## config.mk

```make
export PLATFORM = sky130hd
export DESIGN_NAME = timer_irq_ctrl
export DESIGN_NICKNAME = d
export VERILOG_FILES = /design/src/rtl/timer_irq_ctrl.sv
export SDC_FILE = /design/constraint.sdc
export NUM_CORES = 1
export LEC_CHECK = 0
export CAP_MARGIN = 5
export CORE_UTILIZATION = 42
export CTS_BUF_LIST = sky130_fd_sc_hd__clkbuf_2 sky130_fd_sc_hd__clkbuf_4 sky130_fd_sc_hd__clkbuf_8
export DETAILED_ROUTE_END_ITERATION = 16
export GPL_TIMING_DRIVEN = 0
export HOLD_SLACK_MARGIN = 0.03
export MAX_ROUTING_LAYER = met4
export PLACE_DENSITY = 0.85
export REMOVE_ABC_BUFFERS = 1
export SYNTH_ARGS = -nofsm -noshare
export SYNTH_HDL_FRONTEND = slang
export SYNTH_SLANG_ARGS = --single-unit
```

## constraint.sdc

```tcl
create_clock -name clk -period 1.75 [get_ports clk]
set_input_delay 0.2625 -clock clk [delete_from_list [all_inputs] [get_ports clk]]
set_output_delay 0.2625 -clock clk [all_outputs]
set_load 0.01 [all_outputs]
```

## src/rtl/timer_irq_ctrl.sv

```systemverilog
// Timer/Counter0 interrupt sequencer: qualifies TIFR with TIMSK and SREG.I, arbitrates
// OCF0A > OCF0B > TOV0, and runs the req/ack/RETI handshake with the CPU.
module timer_irq_ctrl #(
  parameter int DATA_WIDTH = 8,
  parameter int VEC_WIDTH  = 5,
  parameter int VEC_COMPA  = 8,
  parameter int VEC_COMPB  = 9,
  parameter int VEC_OVF    = 10,
  parameter int GAP_CYCLES = 1,
  parameter int BIT_TOV0   = 0,
  parameter int BIT_OCF0A  = 1,
  parameter int BIT_OCF0B  = 2
) (
  input  logic                  clk,
  input  logic                  reset,
  input  logic [DATA_WIDTH-1:0] tifr,
  input  logic [DATA_WIDTH-1:0] timsk,
  input  logic                  sreg_i,
  input  logic                  irq_ack,
  input  logic                  reti,
  output logic                  irq_req,
  output logic [VEC_WIDTH-1:0]  irq_vector,
  output logic [DATA_WIDTH-1:0] flag_clr,
  output logic                  in_service
);

  localparam int GW = $clog2(GAP_CYCLES + 1);

  localparam logic [1:0] S_IDLE    = 2'd0;
  localparam logic [1:0] S_REQ     = 2'd1;
  localparam logic [1:0] S_SERVICE = 2'd2;
  localparam logic [1:0] S_GAP     = 2'd3;

  logic [1:0]            state;
  logic [GW-1:0]         gap_cnt;
  logic [DATA_WIDTH-1:0] win_q;
  logic [DATA_WIDTH-1:0] src_mask;
  logic [DATA_WIDTH-1:0] pend;
  logic [DATA_WIDTH-1:0] win_bit;
  logic [VEC_WIDTH-1:0]  win_vec;
  logic                  win_pending;

  // Only the three Timer0 flag positions can raise a request.
  always_comb begin
    src_mask            = '0;
    src_mask[BIT_TOV0]  = 1'b1;
    src_mask[BIT_OCF0A] = 1'b1;
    src_mask[BIT_OCF0B] = 1'b1;
    pend                = tifr & timsk & src_mask;
  end

  always_comb begin
    win_bit = '0;
    win_vec = '0;
    if (pend[BIT_OCF0A]) begin
      win_bit[BIT_OCF0A] = 1'b1;
      win_vec            = VEC_WIDTH'(VEC_COMPA);
    end else if (pend[BIT_OCF0B]) begin
      win_bit[BIT_OCF0B] = 1'b1;
      win_vec            = VEC_WIDTH'(VEC_COMPB);
    end else if (pend[BIT_TOV0]) begin
      win_bit[BIT_TOV0] = 1'b1;
      win_vec           = VEC_WIDTH'(VEC_OVF);
    end
  end

  assign win_pending = |(pend & win_q);

  always_ff @(posedge clk) begin
    if (reset) begin
      state      <= S_IDLE;
      irq_req    <= 1'b0;
      irq_vector <= '0;
      flag_clr   <= '0;
      in_service <= 1'b0;
      gap_cnt    <= '0;
      win_q      <= '0;
    end else begin
      flag_clr <= '0;
      case (state)
        S_IDLE: begin
          if (sreg_i && (|pend)) begin
            win_q      <= win_bit;
            irq_vector <= win_vec;
            irq_req    <= 1'b1;
            state      <= S_REQ;
          end
        end
        // The latched winner is held; a higher-priority arrival waits its turn.
        S_REQ: begin
          if (irq_ack) begin
            irq_req    <= 1'b0;
            irq_vector <= '0;
            flag_clr   <= win_q;
            in_service <= 1'b1;
            state      <= S_SERVICE;
          end else if (!win_pending || !sreg_i) begin
            irq_req    <= 1'b0;
            irq_vector <= '0;
            state      <= S_IDLE;
          end
        end
        S_SERVICE: begin
          if (reti) begin
            in_service <= 1'b0;
            gap_cnt    <= GW'(GAP_CYCLES);
            state      <= S_GAP;
          end
        end
        S_GAP: begin
          if (gap_cnt > GW'(1)) begin
            gap_cnt <= gap_cnt - GW'(1);
          end else begin
            gap_cnt <= '0;
            state   <= S_IDLE;
          end
        end
        default: state <= S_IDLE;
      endcase
    end
  end

endmodule
```

==> results.sh <==
# flow metrics
export IMPL_path_delay_family="AND-OR/OR-AND gates"
export IMPL_cap_violations=0
export IMPL_worst_slew_pin_slew_ns=0.487
export IMPL_cts_hold_fix_buffers=0
export IMPL_r2r_start="state[0]$_SDFFE_PP0P_"
export IMPL_synthMuxAreaShare_pct=2.99
export IMPL_common_cells="dfxtp_1 (13), buf_4 (8), a21oi_1 (5)"
export IMPL_hp_class="reg -> reg"
export IMPL_ys_cells=73
export IMPL_cp_slowest_stage_delay_ns=0.50
export IMPL_clk_path_buf_depth=2
export IMPL_synth_adder_area_share_pct=0
export IMPL_io_buffers=18
export IMPL_fin_util_pct=56.9
export IMPL_rsz0062_at_grt="no"
export IMPL_min_delay_start="in_service$_SDFFE_PP0P_"
export IMPL_drt_iter0_drc=42
export IMPL_synth_cells=73
export IMPL_firstDrtPassIters=5
export IMPL_run_status="complete, no violations"
export IMPL_critPathSlowestCell="clkdlybuf4s50_1"
export IMPL_clock_latency_ns=0.27
export IMPL_power_total_uw=634
export IMPL_cp_required_ns=1.88
export IMPL_final_cells=107
export IMPL_critical_path_arrival_ns=1.65
export IMPL_finalHoldViolCount=0
export IMPL_hold_depth=2
export IMPL_post_route_min_period_ns=1.52
export IMPL_rr_worst_depth=3
export IMPL_p_switching_uw=163
export IMPL_p_comb_share_pct=18.1
export IMPL_ys_ff=13
export IMPL_start_kind="input port"
export IMPL_setup_viol=0
export IMPL_post_route_worst_setup_slack_ns=0.232
export IMPL_switching_share_pct=25.7
export IMPL_cp_max_fo=5
export IMPL_grt_max_degree=12
export IMPL_syn_avg_cell_area_um2=9.17
export IMPL_ys_types=30
export IMPL_synth_cellmix_compoundShare_pct=22.6
export IMPL_xor_share_pct=0
export IMPL_cts_sinks=13
export IMPL_ys_flop_type="dfxtp_1"
export IMPL_antenna_found_initial=0
export IMPL_fmax_mhz=659
export IMPL_seq_power_share_pct=50.5
export IMPL_critPathKind="in -> reg"
export IMPL_placementRows=14
export IMPL_hold_end="in_service$_SDFFE_PP0P_"
export IMPL_die_area_um2=1760
export IMPL_logic_family="AND-OR/OR-AND gates"
export IMPL_root_buffer="clkbuf_4"
export IMPL_globalplace_congestion=0.836
export IMPL_cts_tree="built"
export IMPL_yosys_warnings=0
export IMPL_top_cells_by_area="dfxtp_1 (39%), buf_4 (9.0%), a311oi_1 (3.9%), a21oi_1 (3.7%), and2_1 (3.7%)"
export IMPL_grt_overflow_total=0
export IMPL_vias=631
export IMPL_ant_nets=0
export IMPL_crit_chain="clkdlybuf4s50_1, and3_1, o311ai_1, a311oi_1"
export IMPL_final_nets=113
export IMPL_final_area_um2=847
export IMPL_antennaDiodeCount=0
export IMPL_htree_num_levels=1
export IMPL_async_reset_ff_share_pct=0
export IMPL_post_cts_repair_setup_buffers=0
export IMPL_yosys_area_top_type_share_pct=38.9
export IMPL_finalCritPeriodShare_pct=86.8
export IMPL_layout_drive_gt1_share_pct=7.69
export IMPL_rrSetupSlack_ns=0.45
export IMPL_endpoint_kind="flop"
export IMPL_pre_cts_ws_ns=0.00453
export IMPL_place_inst=103
export IMPL_grt_pass1_wl_um=2480
export IMPL_tool_warnings=35
==> run 1: layer usage <==
metal | routed length, um | vias to the layer above | track usage [%]
met5 | 0 | - | -
met4 | 44 | 0 | 11.6
met3 | 122 | 9 | 3.04
met2 | 634 | 43 | 29.7
met1 | 640 | 286 | 23.4
li1 | - | 293 | -
==> run 1: worst max-delay path by stage <==
stage	start	endpoint	slack, ns	cells after the start
floorplan	state[0]$_SDFFE_PP0P_	irq_vector[0]$_SDFFE_PP0P_	0.64	3
global placement	tifr[1]	irq_vector[1]$_SDFFE_PP0P_	-0.006	4
detailed placement	tifr[2]	irq_vector[0]$_SDFFE_PP0P_	0.005	4
CTS	tifr[2]	irq_vector[0]$_SDFFE_PP0P_	0.27	4
global route	tifr[2]	irq_vector[0]$_SDFFE_PP0P_	0.20	4
finish	tifr[1]	irq_vector[0]$_SDFFE_PP0P_	0.23	4
==> run 1: cell usage in the layout, fill, tap and decap left out, drive strengths merged, types with 2 or more instances in the layout <==
master         synthesis  routed
clkdlybuf4s50          0      18
inv                    3       3
a311oi                 3       3
nand4                  2       2
nor2                   2       2
a21oi                  5       5
o21ai                  4       4
conb                   1       7
clkbuf                 1       4
mux2i                  2       2
dfxtp                 13      13
a41oi                  2       2
a221oi                 2       2
and3                   3       3
and2b                  2       2
nand2                  4       4
and2                   4       4
nor3b                  2       2
==> run 1: area by class of cell <==
type | count | area (um^2) | area share, %
Multi-Input combinational cell | 53 | 345 | 40.8
Clock buffer | 4 | 30.0 | 3.55
Inverter | 3 | 11.3 | 1.33
Timing Repair Buffer | 18 | 180 | 21.3
Sequential cell | 13 | 260 | 30.7
Tap cell | 16 | 20.0 | 2.36
==> run 1: sequential cells by signal, summed over array words and instances, names as in the netlist, named ones only <==
name        flops
in_service      1
win_q           3
flag_clr        3
irq_req         1
irq_vector      3
state           1
Figure 1. Routed clock nets over the placement (run 1).
Bar = 10 um.
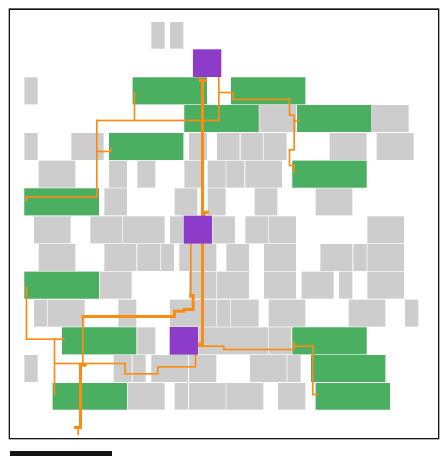
- cells driving clock nets: purple (count 3)
- clock wires: orange (length 165 um)
- flip-flops: green (count 13)
- routed clock nets: 4
Clk. pwr: 199 uW
Clk pwr share: 31.4%

Figure 2. Selected gate families (run 1).
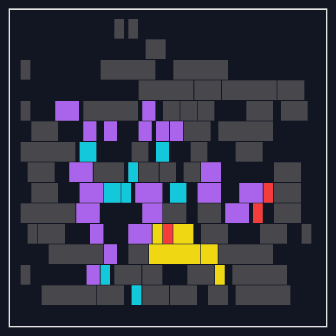
- NOR gates: yellow (cells 5; where south)
- inverters: red (cells 3)
- inverting AOI/OAI gates: purple (cells 20)
- NAND gates: cyan (cells 8)
most frequent logic cell in the layout: clkdlybuf4s50_1
combinational fraction of the cell area: 40.8%

Figure 3. Clock routing (run 1).
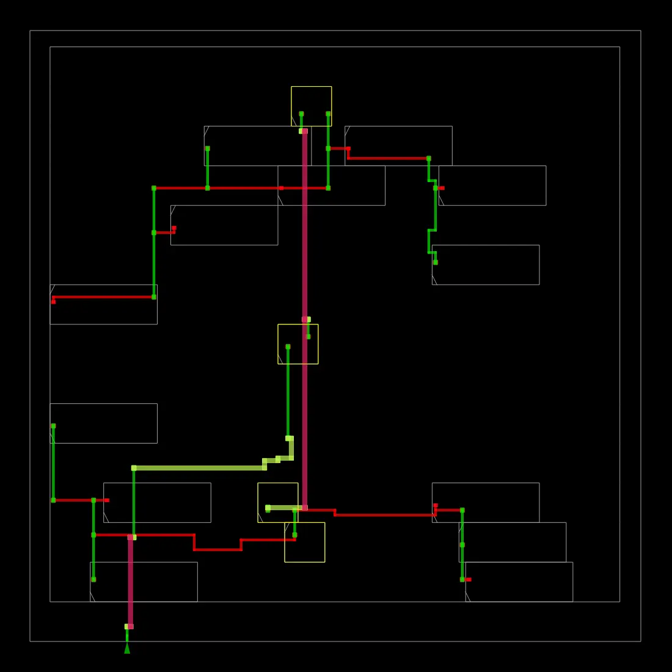
flop count: 13
clock buffer count in the final layout: 4
clock skew: 0.000325 ns

No activity file was given, so power comes from the tool's default toggle rates.
